### src/rtl/instruction_fetch.sv
// Instruction fetch unit: reads a 2-byte instruction from 8-bit program
// memory at the current program counter address and assembles it into
// opcode / ir_addr. One pc_inc pulse is issued per byte consumed.
// Byte order: byte0 = {opcode[2:0], addr[12:8]}, byte1 = addr[7:0].
module instruction_fetch #(
    parameter int MEM_LAT = 1,
    parameter int LAT_CW  = 4
) (
    input  logic        clk,
    input  logic        rst_n,
    input  logic        fetch_start,
    input  logic        flush,
    input  logic [7:0]  mem_data,
    output logic        mem_rd,
    output logic        pc_inc,
    output logic        busy,
    output logic        ir_valid,
    output logic [2:0]  opcode,
    output logic [12:0] ir_addr
);

    typedef enum logic [2:0] {
        IDLE   = 3'd0,
        RD_HI  = 3'd1,
        INC_HI = 3'd2,
        RD_LO  = 3'd3,
        INC_LO = 3'd4
    } state_t;

    // Final count value of a read wait; the byte is sampled in that cycle.
    localparam logic [LAT_CW-1:0] LAST_CNT = LAT_CW'(MEM_LAT - 1);

    state_t             state_q, state_d;
    logic [LAT_CW-1:0]  cnt_q, cnt_d;
    logic [7:0]         byte0_q, byte0_d;
    logic [2:0]         opcode_q, opcode_d;
    logic [12:0]        ir_addr_q, ir_addr_d;
    logic               mem_rd_q, mem_rd_d;
    logic               pc_inc_q, pc_inc_d;
    logic               busy_q, busy_d;
    logic               ir_valid_q, ir_valid_d;
    logic               lat_done_s;

    assign lat_done_s = (cnt_q == LAST_CNT);

    // State register.
    always_ff @(posedge clk or negedge rst_n) begin
        if (!rst_n) begin
            state_q <= IDLE;
        end else begin
            state_q <= state_d;
        end
    end

    // Next-state logic; flush aborts any active fetch and beats a new start.
    always_comb begin
        state_d = state_q;
        case (state_q)
            IDLE: begin
                if (fetch_start && !flush) begin
                    state_d = RD_HI;
                end else begin
                    state_d = IDLE;
                end
            end
            RD_HI: begin
                if (flush) begin
                    state_d = IDLE;
                end else if (lat_done_s) begin
                    state_d = INC_HI;
                end else begin
                    state_d = RD_HI;
                end
            end
            INC_HI: begin
                if (flush) begin
                    state_d = IDLE;
                end else begin
                    state_d = RD_LO;
                end
            end
            RD_LO: begin
                if (flush) begin
                    state_d = IDLE;
                end else if (lat_done_s) begin
                    state_d = INC_LO;
                end else begin
                    state_d = RD_LO;
                end
            end
            INC_LO: begin
                state_d = IDLE;
            end
            default: begin
                state_d = IDLE;
            end
        endcase
    end

    // Output decode from the next state so every output leaves a flop.
    always_comb begin
        mem_rd_d   = 1'b0;
        pc_inc_d   = 1'b0;
        busy_d     = 1'b1;
        ir_valid_d = 1'b0;
        case (state_d)
            IDLE: begin
                busy_d = 1'b0;
            end
            RD_HI, RD_LO: begin
                mem_rd_d = 1'b1;
            end
            INC_HI: begin
                pc_inc_d = 1'b1;
            end
            INC_LO: begin
                pc_inc_d   = 1'b1;
                ir_valid_d = 1'b1;
            end
            default: begin
                busy_d = 1'b0;
            end
        endcase
    end

    // Latency counter and byte capture; nothing is committed on a flush.
    always_comb begin
        cnt_d     = {LAT_CW{1'b0}};
        byte0_d   = byte0_q;
        opcode_d  = opcode_q;
        ir_addr_d = ir_addr_q;
        if ((state_q == RD_HI) || (state_q == RD_LO)) begin
            if (flush || lat_done_s) begin
                cnt_d = {LAT_CW{1'b0}};
            end else begin
                cnt_d = cnt_q + {{(LAT_CW-1){1'b0}}, 1'b1};
            end
        end else begin
            cnt_d = {LAT_CW{1'b0}};
        end
        if ((state_q == RD_HI) && lat_done_s && !flush) begin
            byte0_d = mem_data;
        end else begin
            byte0_d = byte0_q;
        end
        if ((state_q == RD_LO) && lat_done_s && !flush) begin
            opcode_d  = byte0_q[7:5];
            ir_addr_d = {byte0_q[4:0], mem_data};
        end else begin
            opcode_d  = opcode_q;
            ir_addr_d = ir_addr_q;
        end
    end

    // Datapath and output registers.
    always_ff @(posedge clk or negedge rst_n) begin
        if (!rst_n) begin
            cnt_q      <= {LAT_CW{1'b0}};
            byte0_q    <= 8'd0;
            opcode_q   <= 3'd0;
            ir_addr_q  <= 13'd0;
            mem_rd_q   <= 1'b0;
            pc_inc_q   <= 1'b0;
            busy_q     <= 1'b0;
            ir_valid_q <= 1'b0;
        end else begin
            cnt_q      <= cnt_d;
            byte0_q    <= byte0_d;
            opcode_q   <= opcode_d;
            ir_addr_q  <= ir_addr_d;
            mem_rd_q   <= mem_rd_d;
            pc_inc_q   <= pc_inc_d;
            busy_q     <= busy_d;
            ir_valid_q <= ir_valid_d;
        end
    end

    assign mem_rd   = mem_rd_q;
    assign pc_inc   = pc_inc_q;
    assign busy     = busy_q;
    assign ir_valid = ir_valid_q;
    assign opcode   = opcode_q;
    assign ir_addr  = ir_addr_q;

endmodule

### config.mk
export PLATFORM = sky130hd
export DESIGN_NAME = instruction_fetch
export DESIGN_NICKNAME = d
export VERILOG_FILES = /design/src/rtl/instruction_fetch.sv
export SDC_FILE = /design/constraint.sdc
export NUM_CORES = 1
export LEC_CHECK = 0
export ABC_AREA = 0
export CAP_MARGIN = 20
export CELL_PAD_IN_SITES_DETAIL_PLACEMENT = 0
export CELL_PAD_IN_SITES_GLOBAL_PLACEMENT = 2
export CORE_MARGIN = 2
export CORE_UTILIZATION = 30
export CTS_BUF_LIST = sky130_fd_sc_hd__clkbuf_4
export CTS_CLUSTER_DIAMETER = 30
export DETAILED_ROUTE_END_ITERATION = 7
export HOLD_SLACK_MARGIN = 0.08
export PLACE_DENSITY = 0.79
export SETUP_SLACK_MARGIN = 0.05
export SLEW_MARGIN = 30
export SYNTH_ARGS = -nofsm -noshare
export SYNTH_HDL_FRONTEND = slang
export SYNTH_SLANG_ARGS = --single-unit
### constraint.sdc
create_clock -name clk -period 5.2 [get_ports clk]
set_input_delay 0.78 -clock clk [delete_from_list [all_inputs] [get_ports clk]]
set_output_delay 0.78 -clock clk [all_outputs]
set_load 0.03 [all_outputs]
Fig. 1: run 1, I/O pins on the die edge
Pins as bars across the die edge, other pins in grey.
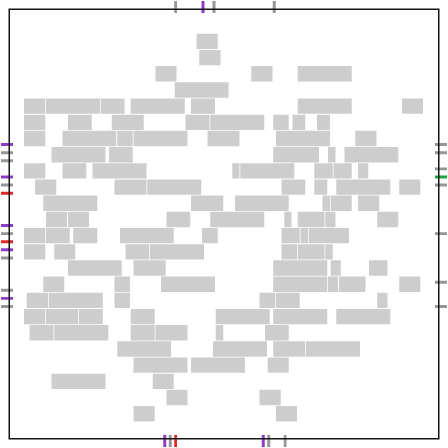
| port | colour | pins | direction | edge |
|---|---|---|---|---|
| `opcode` | red | 3 | output | 2 left, 1 bottom |
| `mem_data` | purple | 8 | input | 5 left, 2 bottom, 1 top |
| `pc_inc` | green | 1 | output | right |
die width: 71.9 um
Die H: 71.9 um
PortBufs: 31

Fig. 2: run 1, metal layers overlaid
Only two layers are drawn.
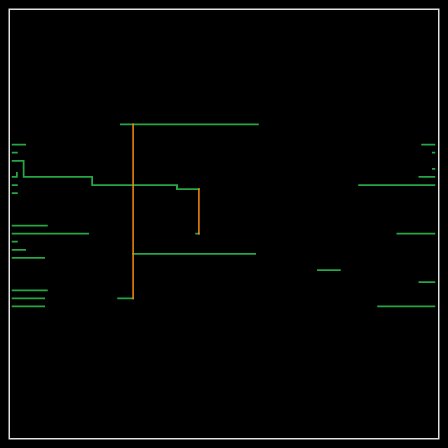
| layer | colour | wire length |
|---|---|---|
| M3 | green | 170 um |
| M4 | orange | 36.7 um |
Final Routed Wirelength: 2390 um
via count: 792
GRT Overall Usage: 0.108
WL per Instance: 13.8 um

==> impl_metrics.tcl, run 1 <==
# collected from the flow reports
set metrics [dict create \
    post_cts_buffers 0 \
    synth_area_um2 1380 \
    setup_tns_ns 0 \
    clock_tree.buffer_depth 2 \
    cp_top_family "simple AND/OR/NAND/NOR gates" \
    yosys-stat-area_um2 1380 \
    fp_util 0.316 \
    fin_crit_sh 0.422 \
    whs_ns 0.457 \
    grt_max_degree 36 \
    synth_warnings 0 \
    dieArea_um2 5170 \
    crit_required_ns 5.42 \
    cts.sinks 35 \
    power_density_nw_per_um2 500 \
    ys_seq_elements 35 \
    ioPinCount 32 \
    yosysCellCount 85 \
    warning_count 27 \
    outcome "finished clean" \
    clk_pin_slew_worst_paths_ns 0.09 \
    critPathSlowestCell "clkdlybuf4s50_1" \
    nets 136 \
    period_needed_ns 2.19 \
    postSynthSeqShare 0.633 \
    finalMaxSlewViolations 0 \
]
Fig. 3: run 1, routed clock nets over the placement
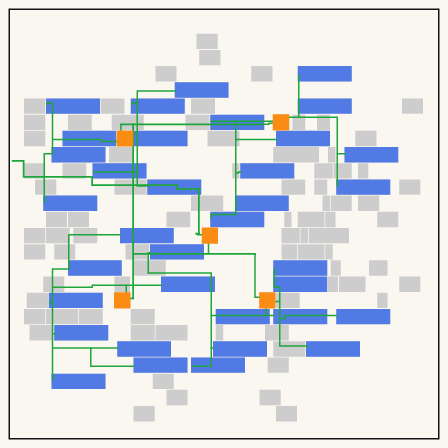
[clock-net drivers] orange | count: 5
[clock wires] green | length: 430 um
[flip-flops] blue | count: 35
routed clock nets: 6
Latency at later pin: 0.33 ns
Clk pwr share: 0.148

Fig. 4: run 1, placed cells, one colour a class
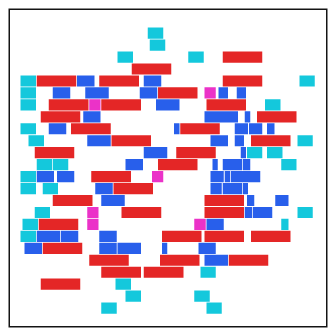
| class | colour | cells | share of their area |
|---|---|---|---|
| remaining logic cells | blue | 49 | 29% |
| remaining buffers and delay cells | cyan | 31 | 18% |
| clock drivers and dummy loads | magenta | 6 | 2.6% |
| sequential cells | red | 35 | 51% |
row cnt: 24
cell area after layout: 1790 um2
Util after Layout: 0.408

[run 1: power breakdown]
part,internal [mW],switching [mW]
Combinational,0.181,0.173
Sequential,0.358,0.0492
Clock,0.0532,0.0789
Total,0.592,0.301
[run 1: cell families after synthesis]
family / count (synthesis)
xor gates and xnor gates: 3
buffers and inverters: 5
adders and majority gates: 2
and+or+nand+nor: 15
DFF: 35
muxes: 24
AOI/OAI and AO/OA: 1
[run 1: cell type report]
type | instances | area share
timing repair buffer | 31 | 0.171
clock buffer | 6 | 0.0252
inverter | 4 | 0.00840
sequential | 35 | 0.490
tap | 52 | 0.0364
multi-input combinational | 45 | 0.269
[run 1: metal layers]
metal  up-vias  share of wire
met3         5          0.071
met4         0          0.015
li1        368              -
met1       390           0.48
met5         -              0
met2        29           0.43
[run 1: synth_stat cells, drive strengths merged]
cell    number
ha           2
inv          4
nor2         2
nand4        1
and3         1
nand3        1
xor2         1
dfrtp       35
nor3         3
nor2b        2
o31a         1
xnor2        2
nor3b        2
nand3b       1
mux2        24
buf          1
and4bb       1
nand2        1
[run 1: registers in the layout (all words and copies together), names as in the netlist]
signal    cells
opcode        3
ir_valid      1
byte0_q       8
busy          1
state_q       3
mem_rd        1
ir_addr      13
cnt_q         4
pc_inc        1
[run 1: worst paths after layout]
kind	start	endpoint	slack, ns	cells past startpoint
min in group asynchronous	rst_n	ir_addr[10]	0.51	1
worst min-delay path	state_q[2]	state_q[1]	0.46	1
max in group asynchronous	rst_n	byte0_q[0]	4.21	1
worst min register to register	state_q[2]	state_q[1]	0.46	1
worst max-delay path	flush	ir_addr[9]	3.01	4
worst max register to register	cnt_q[0]	ir_addr[9]	3.31	5
[run 1: through the flow]
| stage | power, mW | setup WS, ns | area [um2] | std cells |
|---|---|---|---|---|
| floorplan | 0.617 | 3.30 | 1380 | 85 |
| detailed placement | 0.769 | 2.63 | 1740 | 167 |
| finish | 0.893 | 3.01 | 1790 | 173 |
| global route | 0.945 | 2.94 | 1790 | 173 |
| global placement | 0.763 | 2.70 | 1740 | 167 |
| CTS | 0.908 | 3.00 | 1790 | 173 |
==> inputs of run 2 (changes only) <==
--- a/config.mk
+++ b/config.mk
@@ -15,7 +15,7 @@
 export CTS_CLUSTER_DIAMETER = 30
 export DETAILED_ROUTE_END_ITERATION = 7
 export HOLD_SLACK_MARGIN = 0.08
-export PLACE_DENSITY = 0.79
+export PLACE_DENSITY = 0.82
 export SETUP_SLACK_MARGIN = 0.05
 export SLEW_MARGIN = 30
 export SYNTH_ARGS = -nofsm -noshare
==> constraint.sdc (replaced) <==
create_clock -name clk -period 1.94 [get_ports clk]
set_input_delay 0.291 -clock clk [delete_from_list [all_inputs] [get_ports clk]]
set_output_delay 0.291 -clock clk [all_outputs]
set_load 0.03 [all_outputs]
Fig. 5: run 2, routed clock nets over the placement
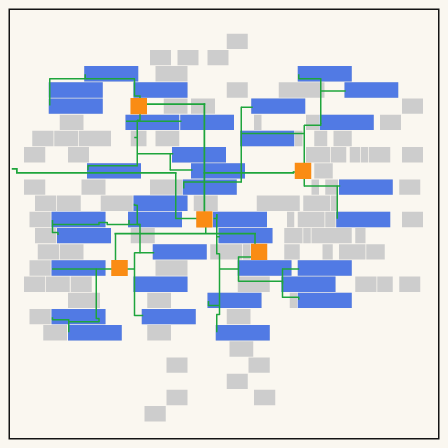
[clock-net drivers] orange | count: 5
[flip-flops] blue | count: 35
[clock wires] green | length: 398 um
routed clock nets: 6
Clk pwr share: 0.154
clock-net power: 0.374 mW

==> impl_metrics.tcl, run 2 <==
# collected from the flow reports
set metrics [dict create \
    dieHeight_um 71.9 \
    netSwitchingFraction 0.341 \
    async_flop_share 1.00 \
    ff2ff_path_depth 6 \
    die_width_um 71.9 \
    fin_crit_sh 0.881 \
    yosysCellCount 85 \
    endpoint "opcode[1]" \
    top_cell "dfrtp_1" \
    synth_warnings 0 \
    dieArea_um2 5170 \
    io_buffer_count 31 \
    ys_seq_elements 35 \
    switchingPower_mw 0.826 \
    flop_cell "dfrtp_1" \
    final_area_um2 1840 \
    cts.sinks 35 \
    outcome "finished clean" \
    enable_flop_cells 0 \
    seq_power_share 0.452 \
    clock_tree.buffer_depth 2 \
    synthTopCellsByCount "dfrtp_1 (35), mux2_2 (16), mux2_4 (8)" \
    utilization 0.419 \
    dpl_cell_area_um2 1780 \
    p_int_mw 1.60 \
    cp.depth 6 \
    p_comb_frac 0.394 \
    reg2reg_slack_ns 0.23 \
    largest_reg_flops 13 \
    post_cts_buffers 0 \
    synth_area_um2 1380 \
]
Fig. 6: run 2, metal layers overlaid
Only two layers are drawn.
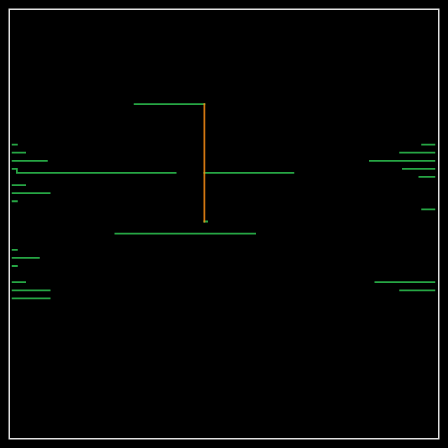
| layer | colour | wire length |
|---|---|---|
| M4 | orange | 19.7 um |
| M3 | green | 160 um |
WL per Instance: 13.6 um
via count: 801
Final Routed Wirelength: 2410 um
GRT Overall Usage: 0.110

## run 2: netlist changes by cell type in the layout (fill, tap and decap cells not counted)
cell / before / now
buf_12: 0 / 1
clkdlybuf4s50_1: 30 / 31
clkinv_1: 0 / 2
buf_4: 0 / 2
buf_2: 1 / 0
## run 2: worst min path at each step
| stage | from | end | slack, ns | cells after the start |
|---|---|---|---|---|
| after global routing | rst_n | byte0_q[5] | 0.40 | 2 |
| after detailed placement | state_q[2] | state_q[1] | 0.45 | 1 |
| after CTS | rst_n | cnt_q[2] | 0.37 | 2 |
| after global placement | state_q[2] | state_q[1] | 0.43 | 1 |
| final | rst_n | cnt_q[2] | 0.36 | 2 |
| after floorplan | rst_n | busy | -0.005 | 0 |
## run 2: area by class of cell
cell class                      count  area (um2)
Fill cell                         412        2550
Sequential cell                    35         876
Multi-Input combinational cell     45         482
Timing Repair Buffer               34         345
Tap cell                           52        65.1
Clock buffer                        6        45.0
Inverter                            4        15.0
Clock inverter                      2        7.51
## run 2: kinds of logic (layout without fill, tap and decap cells)
| family | after synthesis | in the layout |
|---|---|---|
| multiplexers | 24 | 24 |
| buffers and inverters | 5 | 46 |
| XOR/XNOR | 3 | 3 |
| flip-flops | 35 | 35 |
| AND-OR/OR-AND | 1 | 1 |
| adder cells (fa/ha/maj) | 2 | 2 |
| AND/OR/NAND/NOR | 15 | 15 |
## run 2: metrics by stage
step | total power [mW] | hold WS, ns | instances | setup WS [ns]
floorplan | 1.65 | -0.00459 | 85 | 0.277
global placement | 2.05 | 0.429 | 170 | 0.236
detailed placement | 2.07 | 0.446 | 170 | 0.223
CTS | 2.45 | 0.369 | 178 | 0.215
global route | 2.57 | 0.397 | 178 | 0.144
finish | 2.42 | 0.363 | 178 | 0.231
## run 2: power groups by stage
| stage | Clock, mW | Combinational (mW) | Sequential, mW |
|---|---|---|---|
| floorplan | 0 | 0.269 | 1.38 |
| detailed placement | 0 | 0.966 | 1.11 |
| global placement | 0 | 0.955 | 1.10 |
| global route | 0.436 | 1.00 | 1.13 |
| finish | 0.374 | 0.955 | 1.09 |
| CTS | 0.385 | 0.968 | 1.10 |
## run 2: layer usage
| metal | track usage | part of all wire | vias up | routed length [um] |
|---|---|---|---|---|
| met2 | 0.144 | 0.45 | 27 | 1100 |
| li1 | - | - | 369 | - |
| met5 | 0 | 0 | - | 0 |
| met4 | 0.0314 | 0.0079 | 0 | 19 |
| met1 | 0.163 | 0.47 | 402 | 1140 |
| met3 | 0.0486 | 0.066 | 3 | 160 |
==> inputs of run 3 (changes only) <==
--- a/config.mk
+++ b/config.mk
@@ -13,6 +13,7 @@
 export CORE_UTILIZATION = 30
 export CTS_BUF_LIST = sky130_fd_sc_hd__clkbuf_4
 export CTS_CLUSTER_DIAMETER = 30
+export CTS_CLUSTER_SIZE = 40
 export DETAILED_ROUTE_END_ITERATION = 7
 export HOLD_SLACK_MARGIN = 0.08
 export PLACE_DENSITY = 0.82
Fig. 7: run 3, track usage over the die
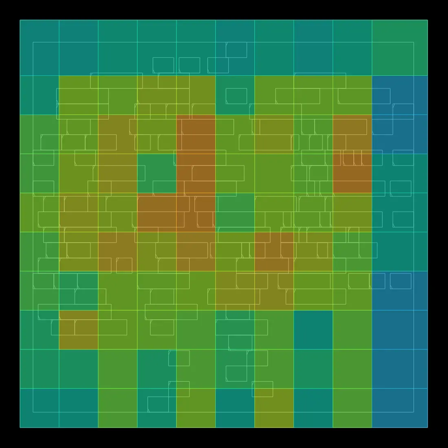
M2 GR Usage: 0.144
Util after Layout: 0.419
routing usage on met1: 0.163

==> impl_metrics.tcl, run 3 <==
# collected from the flow reports
set metrics [dict create \
    ff2ff_path_depth 6 \
    synth_area_um2 1380 \
    r2r_end "opcode[1]" \
    whs_ns 0.363 \
    drt-total-wl_um 2410 \
    reg2reg_slack_ns 0.23 \
    dieHeight_um 71.9 \
    clock_tree.buffer_depth 2 \
    period_needed_ns 1.71 \
    io_buffer_count 31 \
    finalMaxSlewViolations 0 \
    fin_crit_sh 0.881 \
    ioPinCount 32 \
    clk_pin_slew_worst_paths_ns 0.10 \
    yosys-stat-area_um2 1380 \
    outcome "finished clean" \
    crit_required_ns 2.16 \
    synthTopCellsByCount "dfrtp_1 (35), mux2_2 (16), mux2_4 (8)" \
    largest_reg_flops 13 \
    enable_flop_cells 0 \
    setup_slack_ns 0.231 \
    synth_warnings 0 \
    postSynthSeqShare 0.633 \
    async_flop_share 1.00 \
    critPathSlowestCell "dfrtp_1" \
    grt_max_degree 36 \
    nets 139 \
    fp_util 0.316 \
    cp_top_family "simple AND/OR/NAND/NOR gates" \
    warning_count 27 \
    place_ws_ns 0.223 \
]
Fig. 8: run 3, placed cells, one colour a class
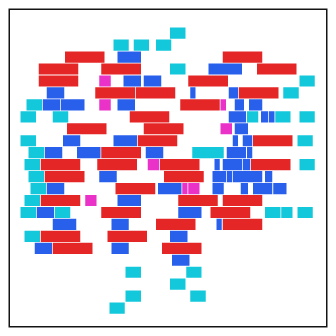
| class | colour | cells | share of their area |
|---|---|---|---|
| remaining logic cells | blue | 49 | 28% |
| clock drivers and dummy loads | magenta | 8 | 3.0% |
| sequential cells | red | 35 | 49% |
| remaining buffers and delay cells | cyan | 34 | 20% |
fraction of area in registers: 0.477
cell area after layout: 1840 um2

run 3: kinds of logic after synthesis:
kind of cell | Yosys count | synth area share
AND/OR/NAND/NOR | 15 | 0.0877
flip-flops | 35 | 0.633
multiplexers | 24 | 0.217
buffers and inverters | 5 | 0.0190
adder cells (fa/ha/maj) | 2 | 0.0181
AND-OR/OR-AND | 1 | 0.00633
XOR/XNOR | 3 | 0.0190
run 3: layout make-up:
class / instances / area (um2) / share of cell area
Multi-Input combinational cell: 45 / 482 / 0.262
Tap cell: 52 / 65.1 / 0.0354
Timing Repair Buffer: 34 / 345 / 0.188
Inverter: 4 / 15.0 / 0.00818
Clock inverter: 2 / 7.51 / 0.00409
Sequential cell: 35 / 876 / 0.477
Clock buffer: 6 / 45.0 / 0.0245
run 3: report_power, final:
group / internal [mW] / switching, mW / total, mW / leakage (nW)
sequential: 0.958 / 0.136 / 1.09 / 0.446
clock: 0.148 / 0.226 / 0.374 / 0.0307
combinational: 0.492 / 0.464 / 0.955 / 0.368
total: 1.60 / 0.826 / 2.42 / 0.845
run 3: per-layer routing:
metal,GRT usage,wire length [um],up-vias
li1,-,-,369
met1,0.163,1140,402
met2,0.144,1100,27
met3,0.0486,160,3
met5,0,0,-
met4,0.0314,19,0
run 3: worst max path at each step:
stage / to / slack, ns / cells after the start
global route: ir_addr[12] / 0.14 / 6
CTS: ir_addr[12] / 0.22 / 6
finish: opcode[1] / 0.23 / 6
global placement: ir_addr[4] / 0.24 / 6
detailed placement: ir_addr[0] / 0.22 / 6
floorplan: ir_addr[10] / 0.28 / 6
run 3: per-stage QoR:
step,area [um2],utilization,total power [mW]
after floorplan,1380,-,1.65
after global placement,1780,0.407,2.05
after detailed placement,1780,0.407,2.07
after CTS,1840,0.419,2.45
after global routing,1840,0.419,2.57
final,1840,0.419,2.42
No activity file was given, so power comes from the tool's default toggle rates.
